--- src/rtl/ins_cache_ctrl.sv ---
// Single-window instruction cache for the PC's fetch stream.
// Serves addr_ins from a local RAM window and refills the window from DDR on a miss.
module ins_cache_ctrl #(
   parameter int ADDR_WIDTH_MEM  = 16,
   parameter int ISA_DEPTH       = 64,
   parameter int TOTAL_ISA_DEPTH = 128,
   parameter int INT_BASE        = 'hC000,
   parameter int ISA_WIDTH       = 32,
   parameter int DDR_ADDR_WIDTH  = 28
) (
   input  logic                      clk,
   input  logic                      rst,
   input  logic [ADDR_WIDTH_MEM-1:0] addr_ins,
   output logic [ISA_WIDTH-1:0]      ins_out,
   output logic                      ins_out_valid,
   output logic                      ins_cache_rdy,
   output logic                      ins_cache_inited,
   output logic [9:0]                load_times,
   output logic                      ddr_rd_req,
   output logic [DDR_ADDR_WIDTH-1:0] ddr_rd_addr,
   input  logic                      ddr_rd_ack,
   input  logic [ISA_WIDTH-1:0]      ddr_rd_data,
   input  logic                      ddr_rd_data_valid
);

   localparam int IDX_W = $clog2(ISA_DEPTH);
   localparam int BLK_W = ADDR_WIDTH_MEM - IDX_W;
   localparam logic [ADDR_WIDTH_MEM-1:0] TOTAL_LIM = ADDR_WIDTH_MEM'(TOTAL_ISA_DEPTH);
   localparam logic [ADDR_WIDTH_MEM-1:0] INT_LIM   = ADDR_WIDTH_MEM'(INT_BASE);
   localparam logic [IDX_W-1:0]          LAST_BEAT = IDX_W'(ISA_DEPTH - 1);

   typedef enum logic [1:0] {
      S_INIT,
      S_REQ,
      S_RX,
      S_READY
   } state_t;

   state_t               state_q, state_d;
   logic [BLK_W-1:0]     tgt_q, tgt_d;
   logic [BLK_W-1:0]     cur_blk_q, cur_blk_d;
   logic [IDX_W-1:0]     beat_q, beat_d;
   logic [9:0]           load_times_q, load_times_d;
   logic                 inited_q, inited_d;
   logic                 valid_q, valid_d;
   logic [ISA_WIDTH-1:0] ins_q;
   logic [ISA_WIDTH-1:0] ram_q [ISA_DEPTH];

   logic [BLK_W-1:0]     addr_blk;
   logic [IDX_W-1:0]     addr_idx;
   logic                 addr_ok;
   logic                 miss;
   logic                 ram_we;

   // load_times is 10 bits wide while the window index may reach 1023.
   function automatic logic [9:0] sat_load_times(input logic [BLK_W-1:0] blk);
      int unsigned nxt;
      nxt = 32'(blk) + 32'd1;
      return (nxt > 32'd1023) ? 10'd1023 : nxt[9:0];
   endfunction

   assign addr_blk = addr_ins[ADDR_WIDTH_MEM-1:IDX_W];
   assign addr_idx = addr_ins[IDX_W-1:0];
   assign addr_ok  = (addr_ins < TOTAL_LIM) || (addr_ins >= INT_LIM);
   assign miss     = addr_ok && (addr_blk != cur_blk_q);

   always_ff @(posedge clk or negedge rst) begin
      if (!rst) begin
         state_q      <= S_INIT;
         tgt_q        <= '0;
         cur_blk_q    <= '0;
         beat_q       <= '0;
         load_times_q <= '0;
         inited_q     <= 1'b0;
         valid_q      <= 1'b0;
      end else begin
         state_q      <= state_d;
         tgt_q        <= tgt_d;
         cur_blk_q    <= cur_blk_d;
         beat_q       <= beat_d;
         load_times_q <= load_times_d;
         inited_q     <= inited_d;
         valid_q      <= valid_d;
      end
   end

   // The refill target is latched at miss time; addr_ins is not looked at again until READY.
   always_comb begin
      state_d      = state_q;
      tgt_d        = tgt_q;
      cur_blk_d    = cur_blk_q;
      beat_d       = beat_q;
      load_times_d = load_times_q;
      inited_d     = inited_q;
      valid_d      = 1'b0;
      ram_we       = 1'b0;
      unique case (state_q)
         S_INIT: begin
            tgt_d   = '0;
            state_d = S_REQ;
         end
         S_REQ: begin
            if (ddr_rd_ack) state_d = S_RX;
         end
         S_RX: begin
            if (ddr_rd_data_valid) begin
               ram_we = 1'b1;
               beat_d = beat_q + 1'b1;
               if (beat_q == LAST_BEAT) begin
                  cur_blk_d    = tgt_q;
                  load_times_d = sat_load_times(tgt_q);
                  beat_d       = '0;
                  inited_d     = 1'b1;
                  state_d      = S_READY;
               end
            end
         end
         S_READY: begin
            if (miss) begin
               tgt_d   = addr_blk;
               state_d = S_REQ;
            end else begin
               valid_d = addr_ok;
            end
         end
         default: state_d = S_INIT;
      endcase
   end

   always_ff @(posedge clk or negedge rst) begin
      if (!rst) begin
         ins_q <= '0;
      end else if (state_q == S_READY) begin
         ins_q <= ram_q[addr_idx];
      end
   end

   always_ff @(posedge clk) begin
      if (ram_we) ram_q[beat_q] <= ddr_rd_data;
   end

   // Handshake outputs decode the state directly so a reset drops them without waiting for a clock.
   assign ddr_rd_req       = (state_q == S_REQ);
   assign ddr_rd_addr      = DDR_ADDR_WIDTH'({tgt_q, {(IDX_W + 3){1'b0}}});
   assign ins_cache_rdy    = (state_q == S_READY);
   assign ins_cache_inited = inited_q;
   assign load_times       = load_times_q;
   assign ins_out          = ins_q;
   assign ins_out_valid    = valid_q;

   assert property (@(posedge clk) disable iff (!rst) !(ddr_rd_req && ins_cache_rdy));
   assert property (@(posedge clk) disable iff (!rst) ins_out_valid |-> ins_cache_inited);

endmodule

--- config.mk ---
export PLATFORM = sky130hd
export DESIGN_NAME = ins_cache_ctrl
export DESIGN_NICKNAME = d
export VERILOG_FILES = /design/src/rtl/ins_cache_ctrl.sv
export SDC_FILE = /design/constraint.sdc
export NUM_CORES = 2
export LEC_CHECK = 0
export ABC_AREA = 1
export CORE_MARGIN = 2
export CORE_UTILIZATION = 45
export CTS_CLUSTER_SIZE = 8
export DETAILED_ROUTE_END_ITERATION = 8
export PLACE_DENSITY = 0.7
export SETUP_SLACK_MARGIN = 0.1
export SYNTH_ARGS = -nofsm -noshare
export SYNTH_HDL_FRONTEND = slang
export SYNTH_SLANG_ARGS = --single-unit
--- constraint.sdc ---
create_clock -name clk -period 5.35 [get_ports clk]
set_clock_uncertainty 0.1 [all_clocks]
set_input_delay 1.07 -clock clk [delete_from_list [all_inputs] [get_ports clk]]
set_output_delay 1.07 -clock clk [all_outputs]
set_load 0.01 [all_outputs]
layer_met1.png
The bar under the picture is 100 um long. Supply wires on this layer in grey.
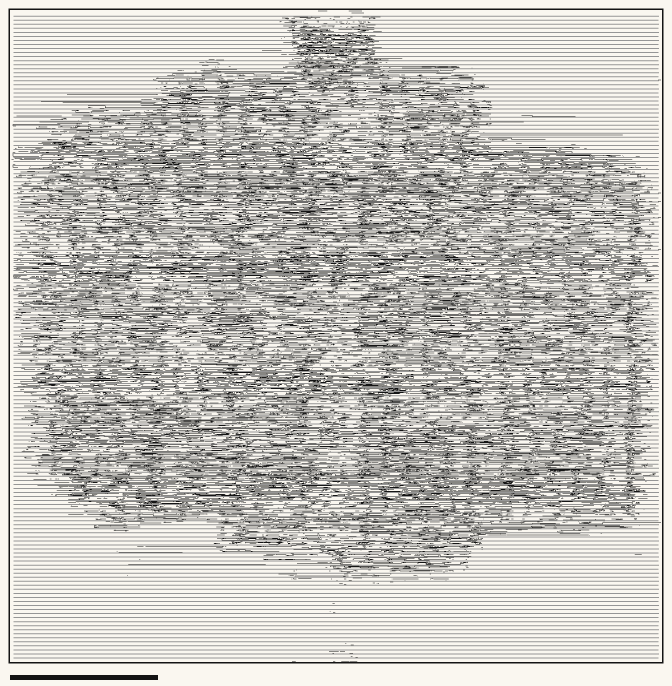
nets with wire on the layer: 6665
wire length on this layer: 87.8 mm

layer_met2.png
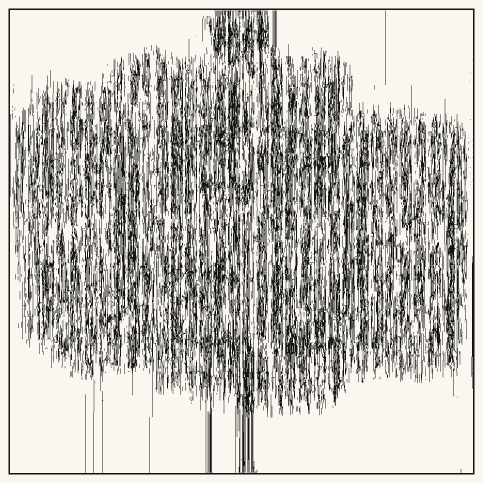
longest straight run: 140 um
main direction: vertical
wire length on this layer: 110 mm

==> impl_metrics.yaml <==
# flow metrics
status:
  outcome: "finished clean"
finish:
  fillCellCount: 15293
  num_antenna_cells: 7
  nClkBuffers: 386
  post-route-util_pct: 51.9
  regMostFlops: "ram_q"
  inverters: 43
  layout.nets: 7243
  nonClkBufAreaFrac_pct: 2.84
  syn_to_final_growth_pct: 14.4
  buffers: 287
  seq_share_pct: 64.8
  drive_above_1_share_pct: 8.72
  final-clk-cell-share_pct: 8.57
  layout.comb_gates.multi_input: 4416
  fin_area_sq_um: 97600
  regArea_sq_um: 63300
  finalNonFillerCells: 9759
  final_common_cell: "nand2_1"
final_timing:
  setup_tns_ns: 0
  setup_violations: 0
  fin_crit_sh_pct: 65.6
synth:
  ys.flop_type: "edfxtp_1"
  ys_top_logic_family: "simple AND/OR/NAND/NOR gates"
  yosys_area_sq_um: 85300
  netlist_top_cells_count: "nand2_1 (2188), edfxtp_1 (2048), nand3_1 (2044)"
  adder_share_pct: 0.117
  syn_area_per_cell_sq_um: 12.1
  top_cell: "nand2_1"
  synth_warnings: 0
  area_leaders: "edfxtp_1 (72%), nand3_1 (12%), nand2_1 (9.6%), dfrtp_1 (2.1%), buf_2 (1.6%)"
  mux_share_pct: 0
flow_run:
  cap_viol_max_count: 0
clocking:
  ctsHoldBuffers: 0
  cts_setup_buffers: 0
  cts_made_buffers: 315
  clock_path_buffers: 4
grt:
  grt_antenna_before_repair: 13
  busiest_layer: "met2"
  gr-usage-met2_pct: 37.4
  grt_pass1_vias: 54123
  grt_max_degree: 194
  grt_use_total_pct: 23.5
die:
  core_area_sq_um: 188000
  n_tap_cell: 2495
  core_util_floorplan_pct: 45.4
  ios: 126
  dieArea_sq_um: 193000
  fp-row-count: 159
pwr:
  p_leak_nw: 34.5
  powerClk_mw: 17.3
  internal_power_mw: 30.3
  p_sw_mw: 9.27
  power.total_mw: 39.6
worst_setup_path:
  r2r_end: "ram_q[18][29]"
  crit_chain: "ha_2, clkdlybuf4s50_1"
  cp-endpoint: "ins_cache_rdy"
  critPathLaunch: "state_q[0]"
  critPathCaptureType: "output pin"
  critPathRequiredTime_ns: 4.18
  regToRegStartpoint: "state_q[0]"
  critical_path.max_stage_delay_ns: 0.62
  ff2ff_path_depth: 7
  cp-start-kind: "flop"
detailed_routing:
  vias: 56549
  viasPerCell: 5.79
  wl_met2_um: 110000
  dr.pass1.iters: 9
  drc: 0
placement:
  dpl_worst_slack_ns: 1.10
  dpl.hpwl_um: 126000
  port_buffers: 107
  placedCellCount: 9361
worst_hold_path:
  hold_path_class: "primary input to async pin"
Power is estimated from default activity; no workload was simulated.
